--- config.mk ---
export PLATFORM = sky130hd
export DESIGN_NAME = vga_timing_gen_flat
export DESIGN_NICKNAME = d
export VERILOG_FILES = /design/src/rtl/vga_pkg.sv /design/src/rtl/vga_timing_gen_if.sv /design/src/rtl/vga_axis_counter.sv /design/src/rtl/vga_timing_gen.sv /design/src/flat_wrapper.sv
export SDC_FILE = /design/constraint.sdc
export NUM_CORES = 1
export LEC_CHECK = 0
export CELL_PAD_IN_SITES_DETAIL_PLACEMENT = 0
export CELL_PAD_IN_SITES_GLOBAL_PLACEMENT = 1
export CORE_AREA = 4 4 77 79
export CTS_CLUSTER_SIZE = 24
export DETAILED_ROUTE_END_ITERATION = 10
export DIE_AREA = 0 0 81 83
export PLACE_DENSITY_LB_ADDON = 0.1
export SLEW_MARGIN = 30
export SYNTH_ARGS = -nofsm -noshare
export SYNTH_HDL_FRONTEND = slang
export SYNTH_SLANG_ARGS = --single-unit
--- constraint.sdc ---
create_clock -name clk -period 2.7 [get_ports clk]
set_input_delay 0.54 -clock clk [delete_from_list [all_inputs] [get_ports clk]]
set_output_delay 0.54 -clock clk [all_outputs]
set_load 0.05 [all_outputs]
--- src/rtl/vga_pkg.sv ---
// -----------------------------------------------------------------------------
// vga_pkg
// Shared VGA timing constants and helpers. Holds the default 640x480@60 timing
// (active / front porch / sync / back porch / total for both axes) plus the
// derived sync window bounds, so the timing generator and the downstream
// pixel/colour stage agree on one set of numbers.
// No ports (package).
// -----------------------------------------------------------------------------
package vga_pkg;

    localparam int CNT_W = 10;   // x / y counter width
    localparam int DIV_W = 4;    // pixel clock divider width

    typedef logic [CNT_W-1:0] coord_t;

    // Axis length in pixels (H) or lines (V).
    function automatic int axis_total(input int active, input int fp,
                                      input int sync, input int bp);
        return active + fp + sync + bp;
    endfunction

    // First count value inside the sync pulse.
    function automatic int sync_start(input int active, input int fp);
        return active + fp;
    endfunction

    // First count value after the sync pulse (exclusive bound).
    function automatic int sync_end(input int active, input int fp, input int sync);
        return active + fp + sync;
    endfunction

    // lo <= c < hi
    function automatic logic in_window(input coord_t c, input int lo, input int hi);
        return (int'(c) >= lo) && (int'(c) < hi);
    endfunction

    localparam int VGA_H_ACTIVE     = 640;
    localparam int VGA_H_FP         = 16;
    localparam int VGA_H_SYNC       = 96;
    localparam int VGA_H_BP         = 48;
    localparam int VGA_H_TOTAL      = axis_total(VGA_H_ACTIVE, VGA_H_FP, VGA_H_SYNC, VGA_H_BP);
    localparam int VGA_H_SYNC_START = sync_start(VGA_H_ACTIVE, VGA_H_FP);
    localparam int VGA_H_SYNC_END   = sync_end(VGA_H_ACTIVE, VGA_H_FP, VGA_H_SYNC);

    localparam int VGA_V_ACTIVE     = 480;
    localparam int VGA_V_FP         = 10;
    localparam int VGA_V_SYNC       = 2;
    localparam int VGA_V_BP         = 33;
    localparam int VGA_V_TOTAL      = axis_total(VGA_V_ACTIVE, VGA_V_FP, VGA_V_SYNC, VGA_V_BP);
    localparam int VGA_V_SYNC_START = sync_start(VGA_V_ACTIVE, VGA_V_FP);
    localparam int VGA_V_SYNC_END   = sync_end(VGA_V_ACTIVE, VGA_V_FP, VGA_V_SYNC);

endpackage

--- src/rtl/vga_timing_gen_if.sv ---
// -----------------------------------------------------------------------------
// vga_timing_gen_if
// Bundle of timing outputs produced by vga_timing_gen.
//   pix_tick    one-clk pulse per pixel advance
//   x, y        pixel / line counters
//   hsync/vsync active-low sync pulses
//   inrect      active video area
//   borders     low on the active-area edge pixels
//   line_start  pulse when x wraps to 0
//   frame_start pulse when x and y both wrap to 0
// master: the timing generator; slave: consumers.
// -----------------------------------------------------------------------------
interface vga_timing_gen_if;
    import vga_pkg::*;

    logic   pix_tick;
    coord_t x;
    coord_t y;
    logic   hsync;
    logic   vsync;
    logic   inrect;
    logic   borders;
    logic   line_start;
    logic   frame_start;

    modport master (
        output pix_tick, x, y, hsync, vsync, inrect, borders, line_start, frame_start
    );

    modport slave (
        input pix_tick, x, y, hsync, vsync, inrect, borders, line_start, frame_start
    );

endinterface

--- src/rtl/vga_axis_counter.sv ---
// -----------------------------------------------------------------------------
// vga_axis_counter
// One timing axis (horizontal or vertical): a wrapping counter with a
// registered active-low sync output. Decodes are taken from the next-state
// count so every registered flag lines up with the count it describes.
//   clk, rst_n   clock, async active-low reset
//   adv_i        advance the count this clk
//   wrap_o       adv_i while the count sits at its last value (comb)
//   active_d_o   next count lies in the active region (comb)
//   edge_d_o     next count is the first or last active position (comb)
//   count_o      registered count
//   sync_n_o     registered active-low sync
// -----------------------------------------------------------------------------
module vga_axis_counter
    import vga_pkg::*;
#(
    parameter int ACTIVE = VGA_H_ACTIVE,
    parameter int FP     = VGA_H_FP,
    parameter int SYNC   = VGA_H_SYNC,
    parameter int BP     = VGA_H_BP
) (
    input  logic   clk,
    input  logic   rst_n,
    input  logic   adv_i,
    output logic   wrap_o,
    output logic   active_d_o,
    output logic   edge_d_o,
    output coord_t count_o,
    output logic   sync_n_o
);

    localparam int     TOTAL = axis_total(ACTIVE, FP, SYNC, BP);
    localparam coord_t LAST  = coord_t'(TOTAL - 1);
    localparam coord_t ALAST = coord_t'(ACTIVE - 1);

    coord_t count_q, count_d;
    logic   sync_n_q, sync_n_d;
    logic   wrap;

    always_comb begin
        wrap     = adv_i && (count_q == LAST);
        count_d  = count_q;
        if (adv_i) begin
            count_d = wrap ? '0 : count_q + 1'b1;
        end
        sync_n_d   = !in_window(count_d, sync_start(ACTIVE, FP), sync_end(ACTIVE, FP, SYNC));
        active_d_o = in_window(count_d, 0, ACTIVE);
        edge_d_o   = (count_d == '0) || (count_d == ALAST);
    end

    always_ff @(posedge clk or negedge rst_n) begin
        if (!rst_n) begin
            count_q  <= '0;
            sync_n_q <= 1'b1;
        end else begin
            count_q  <= count_d;
            sync_n_q <= sync_n_d;
        end
    end

    assign wrap_o   = wrap;
    assign count_o  = count_q;
    assign sync_n_o = sync_n_q;

endmodule

--- src/rtl/vga_timing_gen.sv ---
// -----------------------------------------------------------------------------
// vga_timing_gen
// VGA raster timing generator. A clock divider produces the pixel advance;
// a horizontal axis counter advances on it and a vertical axis counter
// advances on each horizontal wrap. All outputs are registers fed from
// next-state values, so sync/inrect/borders never lag x/y.
//   clk    system clock
//   rst_n  async active-low reset
//   en     run enable; low freezes counters/levels and suppresses pulses
//   vga    timing outputs (vga_timing_gen_if master)
// -----------------------------------------------------------------------------
module vga_timing_gen
    import vga_pkg::*;
#(
    parameter int CLK_DIV  = 2,
    parameter int H_ACTIVE = VGA_H_ACTIVE,
    parameter int H_FP     = VGA_H_FP,
    parameter int H_SYNC   = VGA_H_SYNC,
    parameter int H_BP     = VGA_H_BP,
    parameter int V_ACTIVE = VGA_V_ACTIVE,
    parameter int V_FP     = VGA_V_FP,
    parameter int V_SYNC   = VGA_V_SYNC,
    parameter int V_BP     = VGA_V_BP
) (
    input  logic            clk,
    input  logic            rst_n,
    input  logic            en,
    vga_timing_gen_if.master vga
);

    localparam logic [DIV_W-1:0] DIV_LAST = DIV_W'(CLK_DIV - 1);

    logic [DIV_W-1:0] div_q, div_d;
    logic             tick_d;
    logic             pix_tick_q, line_start_q, frame_start_q;
    logic             inrect_q, inrect_d;
    logic             borders_q, borders_d;

    logic   h_wrap, h_active_d, h_edge_d, h_sync_n;
    logic   v_wrap, v_active_d, v_edge_d, v_sync_n;
    coord_t h_count, v_count;

    // With CLK_DIV=1 DIV_LAST is 0, so div stays 0 and tick follows en.
    always_comb begin
        tick_d = en && (div_q == DIV_LAST);
        div_d  = div_q;
        if (en) begin
            div_d = tick_d ? '0 : div_q + 1'b1;
        end
    end

    vga_axis_counter #(
        .ACTIVE (H_ACTIVE),
        .FP     (H_FP),
        .SYNC   (H_SYNC),
        .BP     (H_BP)
    ) u_h (
        .clk        (clk),
        .rst_n      (rst_n),
        .adv_i      (tick_d),
        .wrap_o     (h_wrap),
        .active_d_o (h_active_d),
        .edge_d_o   (h_edge_d),
        .count_o    (h_count),
        .sync_n_o   (h_sync_n)
    );

    vga_axis_counter #(
        .ACTIVE (V_ACTIVE),
        .FP     (V_FP),
        .SYNC   (V_SYNC),
        .BP     (V_BP)
    ) u_v (
        .clk        (clk),
        .rst_n      (rst_n),
        .adv_i      (h_wrap),
        .wrap_o     (v_wrap),
        .active_d_o (v_active_d),
        .edge_d_o   (v_edge_d),
        .count_o    (v_count),
        .sync_n_o   (v_sync_n)
    );

    // Border is only meaningful inside the active rectangle; outside it is high.
    always_comb begin
        inrect_d  = h_active_d && v_active_d;
        borders_d = !(inrect_d && (h_edge_d || v_edge_d));
    end

    always_ff @(posedge clk or negedge rst_n) begin
        if (!rst_n) begin
            div_q         <= '0;
            pix_tick_q    <= 1'b0;
            line_start_q  <= 1'b0;
            frame_start_q <= 1'b0;
            inrect_q      <= 1'b1;
            borders_q     <= 1'b0;
        end else begin
            div_q         <= div_d;
            pix_tick_q    <= tick_d;
            line_start_q  <= h_wrap;
            frame_start_q <= h_wrap && v_wrap;
            inrect_q      <= inrect_d;
            borders_q     <= borders_d;
        end
    end

    assign vga.pix_tick    = pix_tick_q;
    assign vga.x           = h_count;
    assign vga.y           = v_count;
    assign vga.hsync       = h_sync_n;
    assign vga.vsync       = v_sync_n;
    assign vga.inrect      = inrect_q;
    assign vga.borders     = borders_q;
    assign vga.line_start  = line_start_q;
    assign vga.frame_start = frame_start_q;

endmodule

--- src/flat_wrapper.sv ---
// flat-port wrapper written by rule: the top's interface ports become plain ports
module vga_timing_gen_flat import vga_pkg::*;
#(
    parameter int CLK_DIV  = 2,
    parameter int H_ACTIVE = VGA_H_ACTIVE,
    parameter int H_FP     = VGA_H_FP,
    parameter int H_SYNC   = VGA_H_SYNC,
    parameter int H_BP     = VGA_H_BP,
    parameter int V_ACTIVE = VGA_V_ACTIVE,
    parameter int V_FP     = VGA_V_FP,
    parameter int V_SYNC   = VGA_V_SYNC,
    parameter int V_BP     = VGA_V_BP
)
  (clk, rst_n, en, vga_pix_tick, vga_x, vga_y, vga_hsync, vga_vsync, vga_inrect, vga_borders, vga_line_start, vga_frame_start);
  vga_timing_gen_if vga_i ();
  input  logic clk;
  input  logic rst_n;
  input  logic en;
  output wire logic [$bits(vga_i.pix_tick)-1:0] vga_pix_tick;
  output wire logic [$bits(vga_i.x)-1:0] vga_x;
  output wire logic [$bits(vga_i.y)-1:0] vga_y;
  output wire logic [$bits(vga_i.hsync)-1:0] vga_hsync;
  output wire logic [$bits(vga_i.vsync)-1:0] vga_vsync;
  output wire logic [$bits(vga_i.inrect)-1:0] vga_inrect;
  output wire logic [$bits(vga_i.borders)-1:0] vga_borders;
  output wire logic [$bits(vga_i.line_start)-1:0] vga_line_start;
  output wire logic [$bits(vga_i.frame_start)-1:0] vga_frame_start;
  assign vga_pix_tick = vga_i.pix_tick;
  assign vga_x = vga_i.x;
  assign vga_y = vga_i.y;
  assign vga_hsync = vga_i.hsync;
  assign vga_vsync = vga_i.vsync;
  assign vga_inrect = vga_i.inrect;
  assign vga_borders = vga_i.borders;
  assign vga_line_start = vga_i.line_start;
  assign vga_frame_start = vga_i.frame_start;
  vga_timing_gen #(.CLK_DIV(CLK_DIV), .H_ACTIVE(H_ACTIVE), .H_FP(H_FP), .H_SYNC(H_SYNC), .H_BP(H_BP), .V_ACTIVE(V_ACTIVE), .V_FP(V_FP), .V_SYNC(V_SYNC), .V_BP(V_BP)) u_core (.clk(clk), .rst_n(rst_n), .en(en), .vga(vga_i));
endmodule
==> impl_metrics.tcl, run 1 <==
# place-and-route summary
set metrics [dict create \
    netlist_area_um2 1850 \
    r2r_cells 8 \
    path_cells "ha_2, nand4_1, or4_4, or4_4, xor2_4, nand4_1, nor4_2, o31ai_2" \
    critPathLaunchType "register" \
    top_cells_by_count "dfrtp_1, nand2_1, inv_1" \
    drt_first_pass_iters 4 \
    postSynthCellCount 200 \
    finalClockSkew_ns 0.00449 \
    power.leakage_nw 1.19 \
    final_cell_mix "buf_4, clkdlybuf4s50_1, dfrtp_1, nand2_1" \
    cts-root-buf "clkbuf_8" \
    cts.clk_slew.worst_paths_ns 0.07 \
    synthTopCellsByArea "dfrtp_1, dfstp_2, nand4_1" \
    initial_core_util 0.346 \
    sh_seq_area 0.289 \
    overflow 0 \
    outcome "finished clean" \
    hold_path_class "reg -> reg" \
    post-synth-top-count-cell "dfrtp_1" \
    drt_iter0_drc 122 \
    seq_area_frac_synth 0.422 \
    ys_chip_area_um2 1850 \
    detail-route-antenna-nets 0 \
    hold_depth 1 \
    tns_ns 0 \
    globalRouteTotalUtil 0.171 \
    clk_share 0.0326 \
    synth_cell_type_count 49 \
    fin_crit_ns 2.60 \
    flop_area_um2 787 \
    flops 31 \
    largest_class "logic gates" \
    ys.flops 31 \
    rsz0062_at_grt "true" \
    num-nonclk-inverters 13 \
    rows 27 \
    postSynthAreaPerCell_um2 9.24 \
    max_slew_margin 0.664 \
    wl_per_cell_um 15.8 \
    layout-drive-gt1-share 0.324 \
    fillCellCount 526 \
    clkSinkCount 31 \
    nNonClkBuffers 78 \
    r2r_start "u_core.u_h.count_o[1]$_DFF_PN0_" \
    cp-end-kind "register" \
]
-- run 1: worst max path at each step --
stage / from / to / slack, ns / cells after the start
after floorplan: u_core.u_h.count_o[1]$_DFF_PN0_ / u_core.vga.borders$_DFF_PN0_ / -0.16 / 10
after global placement: en / u_core.vga.borders$_DFF_PN0_ / -0.26 / 8
final: u_core.u_h.count_o[1]$_DFF_PN0_ / u_core.vga.borders$_DFF_PN0_ / 0.1 / 8
after global routing: u_core.div_q[1]$_DFFE_PN0P_ / u_core.vga.borders$_DFF_PN0_ / -0.04 / 9
after CTS: en / u_core.vga.borders$_DFF_PN0_ / 0.05 / 9
after detailed placement: en / u_core.vga.borders$_DFF_PN0_ / -0.36 / 8
-- run 1: what timing repair did --
| action | CTS | global route |
|---|---|---|
| pin swaps | 1 | 5 |
| setup buffers | 0 | 0 |
| resized | 1 | 15 |
| setup endpoints to repair | 1 | 2 |
-- run 1: kinds of logic after synthesis --
kind of cell / count (synthesis) / synth area share
AND-OR/OR-AND: 36 / 0.129
AND/OR/NAND/NOR: 88 / 0.276
XOR/XNOR: 11 / 0.0562
flip-flops: 31 / 0.422
multiplexers: 5 / 0.0278
adder cells (fa/ha/maj): 5 / 0.0339
buffers and inverters: 24 / 0.0555
-- run 1: metal layers --
| metal | GRT usage | part of all wire | routed length (µm) | up-vias |
|---|---|---|---|---|
| met5 | 0 | 0 | 0 | - |
| met2 | 0.291 | 0.50 | 2760 | 64 |
| met4 | 0.0722 | 0.031 | 173 | 0 |
| li1 | - | - | - | 871 |
| met3 | 0.0499 | 0.052 | 284 | 19 |
| met1 | 0.195 | 0.42 | 2280 | 883 |
-- run 1: power breakdown --
group	internal (W)	switching, W
registers	0.000518	0.0000380
logic	0.000182	0.000283
clock network	0.000179	0.000191
Run 1, ports around the boundary:
(6 px per µm) Pins as bars across the die edge, other pins in grey.
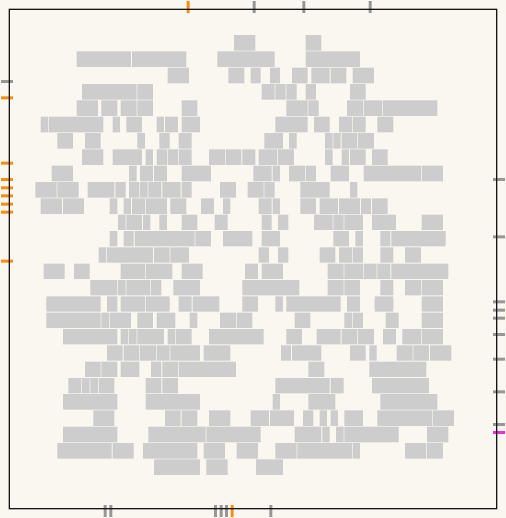
Key: vga_y = orange [pins 10, direction output, edge 8 left, 1 bottom, 1 top]; vga_pix_tick = magenta [pins 1, direction output, edge right]
Die Ht: 83 µm
Die X: 81 µm
IO Port Bufs: 29

Run 1, gate families picked out:
(6 px per µm)
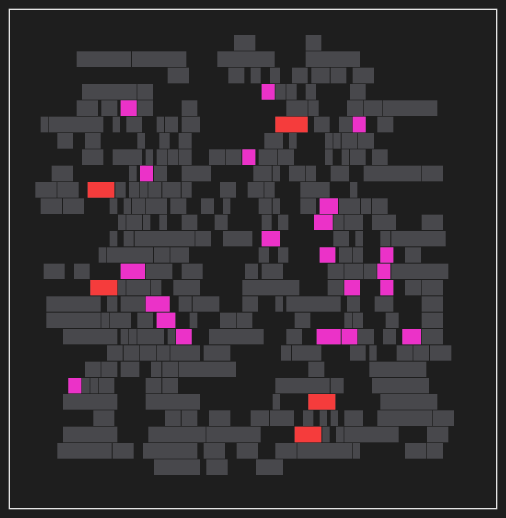
Key: AND and OR gates = magenta [cells 21, most used and2_1]; adder and majority cells = red [cells 5, most used ha_1]
Top cell excl fill/tap: buf_4
non-filler cells, final: 347
Comb/total area: 0.383

Run 1, placed standard cells:
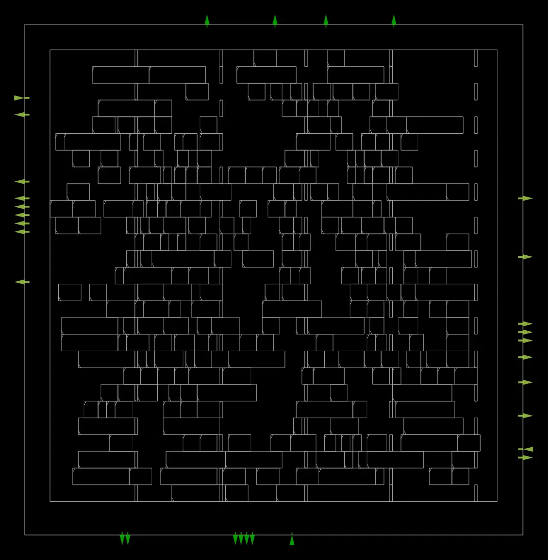
core box area: 5340 µm²
Final Util: 0.511

Run 1, wires at chosen ports, followed through buffers:
(3 px per µm)
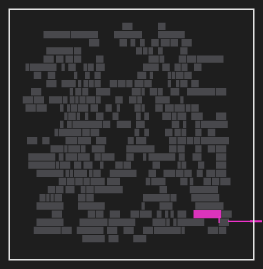

==> run 2, diff against run 1 <==
- CORE_AREA: 4 4 77 79 -> 4 4 109 59
- DIE_AREA: 0 0 81 83 -> 0 0 113 63
- SYNTH_HIERARCHICAL: default -> 1
Run 2, wires at chosen ports, followed through buffers:
(3 px per µm)
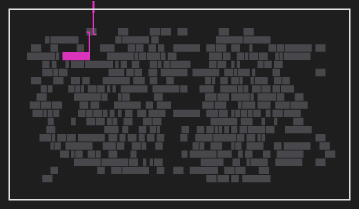
Key: vga_pix_tick = magenta [bits 1, direction output, end cells 1, buffers 1, wire 17.8 µm]
Ports: 30

Run 2, ports around the boundary:
(6 px per µm) Pins as bars across the die edge, other pins in grey.
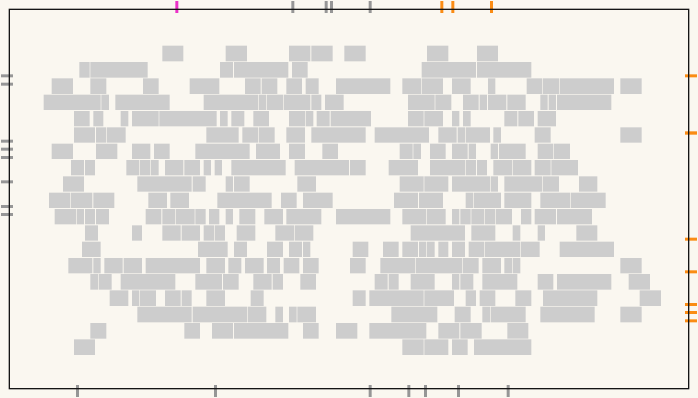
Key: vga_pix_tick = magenta [pins 1, direction output, edge top]; vga_y = orange [pins 10, direction output, edge 7 right, 3 top]
Die Ht: 63 µm
Die X: 113 µm

==> run 2 against run 1 <==
- the run now ends with negative setup slack left
- combinational power up 42%
- area after synthesis increased by 10%
- cell count increased by 2.0%
- clock power down 4%
- clock skew up 0.0049 ns
- register-to-register slack worse by 0.13 ns
- first-iteration DRC count shrank 31%
- routed wire length is 2.2% higher
- count of clock-buffer cells in the layout increased by 2
- final area is 7.1% higher
- flip-flop count unchanged
- global-route usage down 1.4 points
==> impl_metrics.tcl, run 2 <==
# place-and-route summary
set metrics [dict create \
    outcome "complete, but fails checks" \
    violations "negative setup slack" \
    drt_iter0_drc 84 \
    rows 19 \
    lay_top_count "buf_4" \
    drt_first_pass_iters 5 \
    clkSinkCount 31 \
    seq_area_frac_synth 0.383 \
    top_usage_layer "met2" \
    cp.depth 14 \
    p_int_w 0.00102 \
    top_layer_used "met4" \
    use_met2 0.240 \
    cts-root-buf "clkbuf_8" \
    coreArea_um2 5400 \
    postSynthAreaPerCell_um2 9.82 \
    cp-startpoint "u_core/div_q[1]$_DFFE_PN0P_" \
    top_cells_by_count "dfrtp_1, nand2_1, inv_1, xnor2_1, nor2_1" \
    fillCellCount 494 \
    cp-end-kind "register" \
    path_cells "inv_2, ha_4, nor3b_4, and2_4, and3_4, and4bb_4, nand4_1, buf_6, o21ai_2, buf_6, a21oi_2, and4bb_1, a32o_2, o21ai_1" \
    swShare 0.371 \
    power_frac_clock 0.220 \
    p_switching_w 0.000600 \
    finalClockSkew_ns 0.00936 \
    postSynthCellCount 207 \
    hold_depth 1 \
    fin_ws_ns -0.0290 \
    synth_cell_type_count 67 \
    r2r_cells 14 \
    layout-drive-gt1-share 0.349 \
    rsz0062_at_grt "true" \
    finalSetupViolations 1 \
    ys.flops 31 \
    globalRouteTotalUtil 0.157 \
]
==> run 2: cell types whose count changed after synthesis, moves of 3 or more <==
cell	previous run	this run
xnor2_1	7	13
or4_1	3	0
clkbuf_1	8	0
nand4_1	12	8
nor3_1	5	9
mux2i_1	4	0
nand2_1	17	14
a21oi_1	6	2
buf_6	1	8
==> run 2: power by group through the flow <==
stage                     Clock [W]  Sequential (W)  Combinational, W
after floorplan                   0        0.000731          0.000279
after global routing       0.000393        0.000610          0.000711
after CTS                  0.000367        0.000602          0.000659
after global placement            0        0.000604          0.000614
after detailed placement          0        0.000604          0.000623
final                      0.000356        0.000601          0.000659
==> run 2: final cells by class <==
cell class	instances	share of cell area
Clock inverter	1	0.00171
Multi-Input combinational cell	150	0.422
Timing Repair Buffer	79	0.234
Inverter	13	0.0167
Sequential cell	31	0.268
Clock buffer	7	0.0261
Tap cell	73	0.0313
==> run 2: what timing repair did <==
action,CTS,global route
resized,9,21
setup buffers,9,4
pin swaps,13,12
setup endpoints to repair,3,2
endpoints found under the hold margin,0,0
==> run 2: logic make-up (layout without fill, tap and decap cells) <==
| logic type | count (synthesis) | after routing | share of synthesized area |
|---|---|---|---|
| adder cells (fa/ha/maj) | 5 | 5 | 0.0308 |
| AND-OR/OR-AND | 44 | 44 | 0.165 |
| multiplexers | 1 | 1 | 0.00738 |
| flip-flops | 31 | 31 | 0.383 |
| XOR/XNOR | 17 | 17 | 0.0732 |
| buffers and inverters | 26 | 100 | 0.0831 |
| AND/OR/NAND/NOR | 83 | 83 | 0.257 |
==> run 2: metrics by stage <==
stage / power, W / instances
2_1_floorplan: 0.00101 / 207
5_1_grt: 0.00171 / 354
6_report: 0.00162 / 354
3_3_place_gp: 0.00122 / 333
4_1_cts: 0.00163 / 350
3_5_place_dp: 0.00123 / 333
Run 2, cells by drive strength:
(6 px per µm)
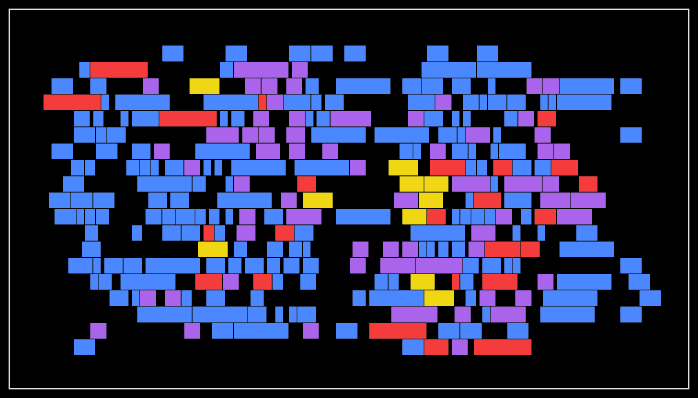

==> run 3, diff against run 2 <==
- clock period: 2.7 -> 2.4 ns (I/O delays scaled with it)
Run 3, cells by drive strength:
(6 px per µm)
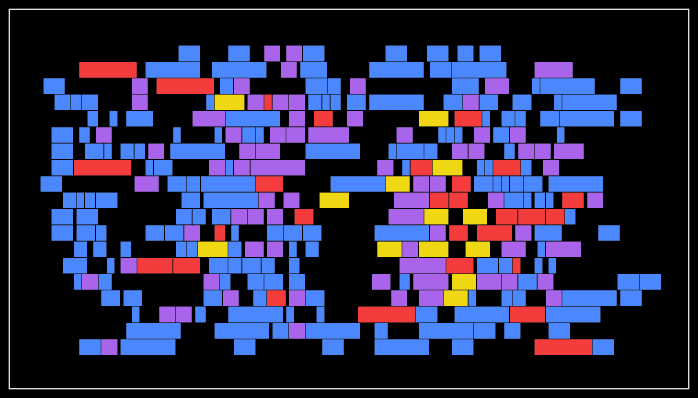
Key: _0 and _1 cells = blue [cells 178, share 61%, most used clkdlybuf4s50_1]; _3 and _4 cells = purple [cells 75, share 26%, most used buf_4]; _2 cells = red [cells 28, share 9.5%, most used dfstp_2]; _6 and larger = yellow [cells 13, share 4.4%, most used buf_6]
design area: 3030 µm²
area grow syn2layout: 49.1%
number of non-clock buffers in the layout: 92
PnR worst setup slack: -0.324 ns

Run 3, gate families picked out:
(6 px per µm)
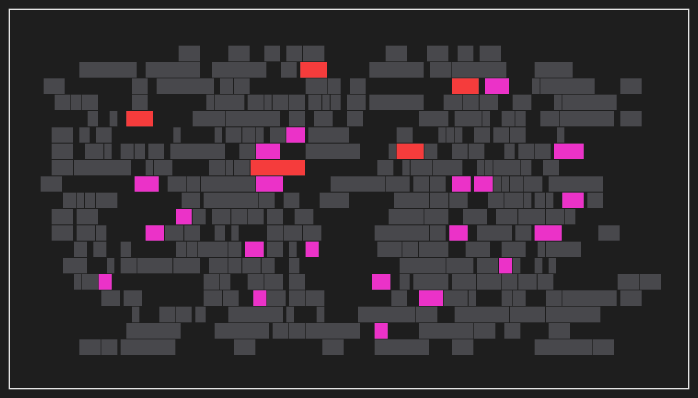
Key: AND and OR gates = magenta [cells 21, most used and2_4]; adder and majority cells = red [cells 5, most used ha_1]
Comb/total area: 0.405
non-filler cells, final: 367

==> run 3 against run 2 <==
- the flow still finishes with violations (negative setup slack)
- first-iteration DRC count shrank 27%
- area after synthesis is the same
- routed wire length grew 0.55%
- clock power grew 19%
- fmax grew 0.18%
- global-route usage grew 0.56 points
- setup slack lost 0.30 ns
- via count grew 0.37%
- non-clock buffer count grew 13
- sequential share of layout area shrank 0.98 points
- largest power group unchanged
==> impl_metrics.tcl, run 3 <==
# place-and-route summary
set metrics [dict create \
    use_met2 0.244 \
    outcome "complete, but fails checks" \
    seq_power_w 0.000651 \
    logic_family "simple AND/OR/NAND/NOR gates" \
    rows 19 \
    power_leader "combinational cells" \
    p_switching_w 0.000691 \
    pg_clk_w 0.000425 \
    fin_ws_ns -0.324 \
    ys.flops 31 \
    globalRouteTotalUtil 0.163 \
    finalClockSkew_ns 0.0116 \
    post_cts_buffers 7 \
    top_usage_layer "met2" \
    aoi_share 0.165 \
    cts-root-buf "clkbuf_8" \
    lay_top_count "buf_4" \
    finalSetupViolations 5 \
    postSynthCellCount 207 \
    simple_gate_share 0.257 \
    coreArea_um2 5400 \
    fp.dieW_um 113 \
    top_layer_used "met4" \
    synth_cell_type_count 67 \
    ios 30 \
    ys_sh_xor 0.0732 \
    drt_iter0_drc 61 \
    violations "negative setup slack" \
    layout-drive-gt1-share 0.395 \
    rsz0062_at_grt "true" \
    postSynthAreaPerCell_um2 9.82 \
]
## run 3: cell counts after synthesis
Identical to the previous run, type by type.
## run 3: layout make-up
type | instances | area, µm²
Timing Repair Buffer | 92 | 790
Multi-Input combinational cell | 150 | 1230
Inverter | 13 | 48.8
Tap cell | 73 | 91.3
Fill cell | 471 | 2360
Clock buffer | 7 | 86.3
Sequential cell | 31 | 782
Clock inverter | 1 | 5.00
## run 3: final timing paths
check	from	endpoint	slack, ns	cells past startpoint
worst max-delay path	u_core/div_q[1]$_DFFE_PN0P_	u_core/vga.borders$_DFF_PN0_	-0.32	13
worst min-delay path	rst_n	u_core/u_h/count_o[2]$_DFF_PN0_	0.59	2
worst max register to register	u_core/div_q[1]$_DFFE_PN0P_	u_core/vga.borders$_DFF_PN0_	-0.32	13
worst min register to register	u_core/u_h/count_o[6]$_DFF_PN0_	u_core/u_h/count_o[6]$_DFF_PN0_	0.62	2
max in group asynchronous	rst_n	u_core/u_v/sync_n_o$_DFF_PN1_	1.47	2
min in group clk	u_core/u_h/count_o[6]$_DFF_PN0_	u_core/u_h/count_o[6]$_DFF_PN0_	0.62	2
## run 3: worst max-delay path, cell delays in order (launching register included)
cell	delay, ns
dfrtp_1	0.39
inv_2	0.08
ha_4	0.12
nor3b_4	0.18
and2_4	0.17
and3_4	0.17
and4bb_2	0.27
buf_6	0.15
and4_4	0.26
xnor2_1	0.11
a211oi_2	0.22
and4bb_1	0.26
a32o_1	0.15
o21ai_1	0.06
## run 3: through the flow
| step | hold slack [ns] | power (W) |
|---|---|---|
| detailed placement | 0.610 | 0.00143 |
| CTS | 0.597 | 0.00189 |
| global route | 0.631 | 0.00203 |
| floorplan | 0.184 | 0.00114 |
| finish | 0.593 | 0.00191 |
| global placement | 0.593 | 0.00142 |
Power and IR drop assume default switching activity.
